Fig. 1: port wiring
Drawn at 6 px/um.
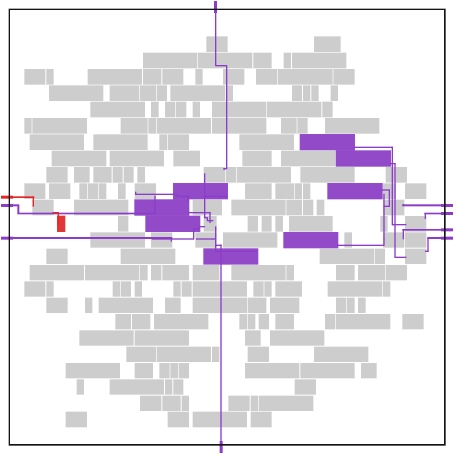
Fig. 2: clock network drawn from the DEF
Drawn at 4 px/um.
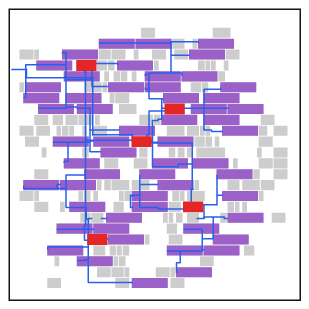
Fig. 3: cells colored by class
Drawn at 4 px/um.
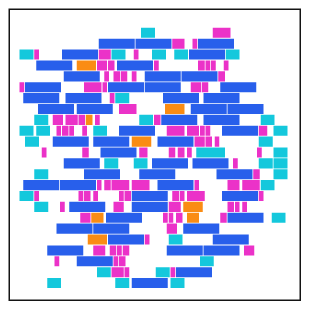
Fig. 4: sequential cells colored by netlist name
Drawn at 4 px/um. Other sequential cells in the stronger gray, the rest of the logic in the fainter gray.
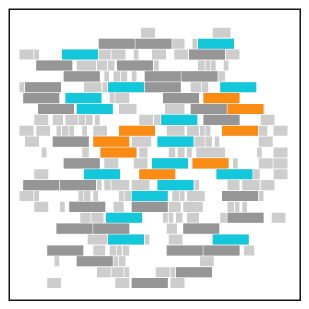
==> config.mk <==
export PLATFORM = sky130hd
export DESIGN_NAME = debounce_multi
export DESIGN_NICKNAME = d
export VERILOG_FILES = /design/src/rtl/debounce_multi.sv
export SDC_FILE = /design/constraint.sdc
export NUM_CORES = 1
export LEC_CHECK = 0
export CAP_MARGIN = 20
export CORE_MARGIN = 2
export CORE_UTILIZATION = 45
export CTS_CLUSTER_DIAMETER = 30
export DETAILED_ROUTE_END_ITERATION = 16
export PLACE_DENSITY_LB_ADDON = 0.3
export SLEW_MARGIN = 20
export SYNTH_ARGS = -nofsm -noshare
export SYNTH_HDL_FRONTEND = slang
export SYNTH_SLANG_ARGS = --single-unit
==> constraint.sdc <==
create_clock -name clk -period 3.1 [get_ports clk]
set_clock_uncertainty 0.05 [all_clocks]
set_input_delay 0.93 -clock clk [delete_from_list [all_inputs] [get_ports clk]]
set_output_delay 0.93 -clock clk [all_outputs]
set_load 0.02 [all_outputs]
==> impl_metrics.toml <==
# flow metrics
[finish]
clk_share_pct = 3.75
area_growth_pct = 16.0
inv_count = 25
sh_comb_area_pct = 17.5
biggestCellCategory = "registers"
flops = 56
nonClkBufAreaFrac_pct = 14.8
logic_area_um2 = 427
fin_cells = 243
largest_register_ffs = 16
mostFrequentLayoutCells = "dfrtp_1 (56), clkdlybuf4s50_1 (34), inv_1 (24)"
nClkBuffers = 5
fin_nets = 208

[final_timing]
tns_ps = 0
final_hold_viol_count = 0
period_minus_slack_ps = 2730
rsz0062_at_grt = "no"
setup_slack_ps = 375

[synth]
synth_xor_xnor_area_share_pct = 3.33
synthCells = 172
ys_area_um2 = 2100
synth_flops = 56
topCellsByArea = "dfrtp_1 (67%), buf_4 (8.6%), ha_1 (4.8%), inv_1 (4.5%), nor3_1 (3.8%)"
synthSimpleGateAreaFrac_pct = 10.3
most_common_cell = "dfrtp_1"
synth_cell_types = 11
yosys.area.top_type = "dfrtp_1"
top_logic_kind = "buffers and inverters"
aoi_share_pct = 1.90
ys_warn_count = 0

[hold_path]
hp-class = "reg2reg"
hold_depth = 0

[setup_path]
r2r_setup_slack_ps = 2010
crit_path_end_kind = "output port"
crit_family = "buffers and inverters"
cp.required_ps = 2120
path_cells = "nor4_1 > nand2_1 > clkdlybuf4s50_1"
cp.depth = 3
cpMaxStageDelayCell = "clkdlybuf4s50_1"
worstSetupPathType = "reg2out"
worst-path-buf-inv = 1
slowest_delay_ps = 540

[global_route]
use_met2_pct = 24.9
busiest_layer = "met2"
use_met3_pct = 4.58
first_global_vias = 1265
grt_pass1_wl_um = 5710
overflow = 0

[drt]
route.met3.wl_um = 172
wire_per_inst_um = 13.0
met2_length_um = 1640
vias_per_cell = 4.73
drc = 0
routed_wl_um = 3150
dr.first_iter.drc_count = 36
drt_first_pass_iters = 2

[pwr]
p_comb_share_pct = 30.9
largestPowerGroup = "sequential cells"
power_density_nw_per_um2 = 825
pg_comb_mw = 0.621
p_seq_share_pct = 49.4

[clock_tree]
post-cts-setup-buffer-count = 0
clk_pin_slew_ps = 90
cts_buffers = 5
h-tree-depth = 2
hold_buffers = 0
cts_resized = 0

[floorplanning]
fp-utilization_pct = 47.6
chipHeight_um = 72.3
die_area_um2 = 5230

[placed_design]
place_area_um2 = 2350
gp_congestion = 0.692
dp.cells = 235

[status]
outcome = "completed"

[run]
warnings = 26
About Fig. 1:
legend:
  press:
    color: purple
    bits: 8
    direction: output
    end_cells: 8
    wire: 255 um
  rst:
    color: red
    bits: 1
    direction: input
    end_cells: 1
    wire: 7.90 um
Ports: 35
Port Buffers: 34

About Fig. 2:
legend:
  flip-flops:
    color: purple
    count: 56
  clock drivers:
    color: red
    count: 5
  clock wires:
    color: blue
    length: 572 um
routed clock nets: 6
Late-Pin Clk Latency: 310 ps
Clk pwr share: 19.7%
power in the clock group: 0.396 mW

About Fig. 3:
legend:
  combinational and other logic:
    color: magenta
    cells: 92
  clock drivers and dummy loads:
    color: orange
    cells: 8
  sequential cells:
    color: blue
    cells: 56
  remaining buffers and delay cells:
    color: cyan
    cells: 35
Final Cell Area: 2440 um2
core region area: 4410 um2
FP Rows: 24
sequential share of cell area: 57.5%
Finished Core Util: 55.2%

About Fig. 4:
legend:
  g_ch.c:
    color: cyan
    sequential_cells: 16
  g_ch.pr:
    color: orange
    sequential_cells: 8
sequential group power: 0.995 mW
FF/Latch Area: 1400 um2

Power and IR drop assume default switching activity.
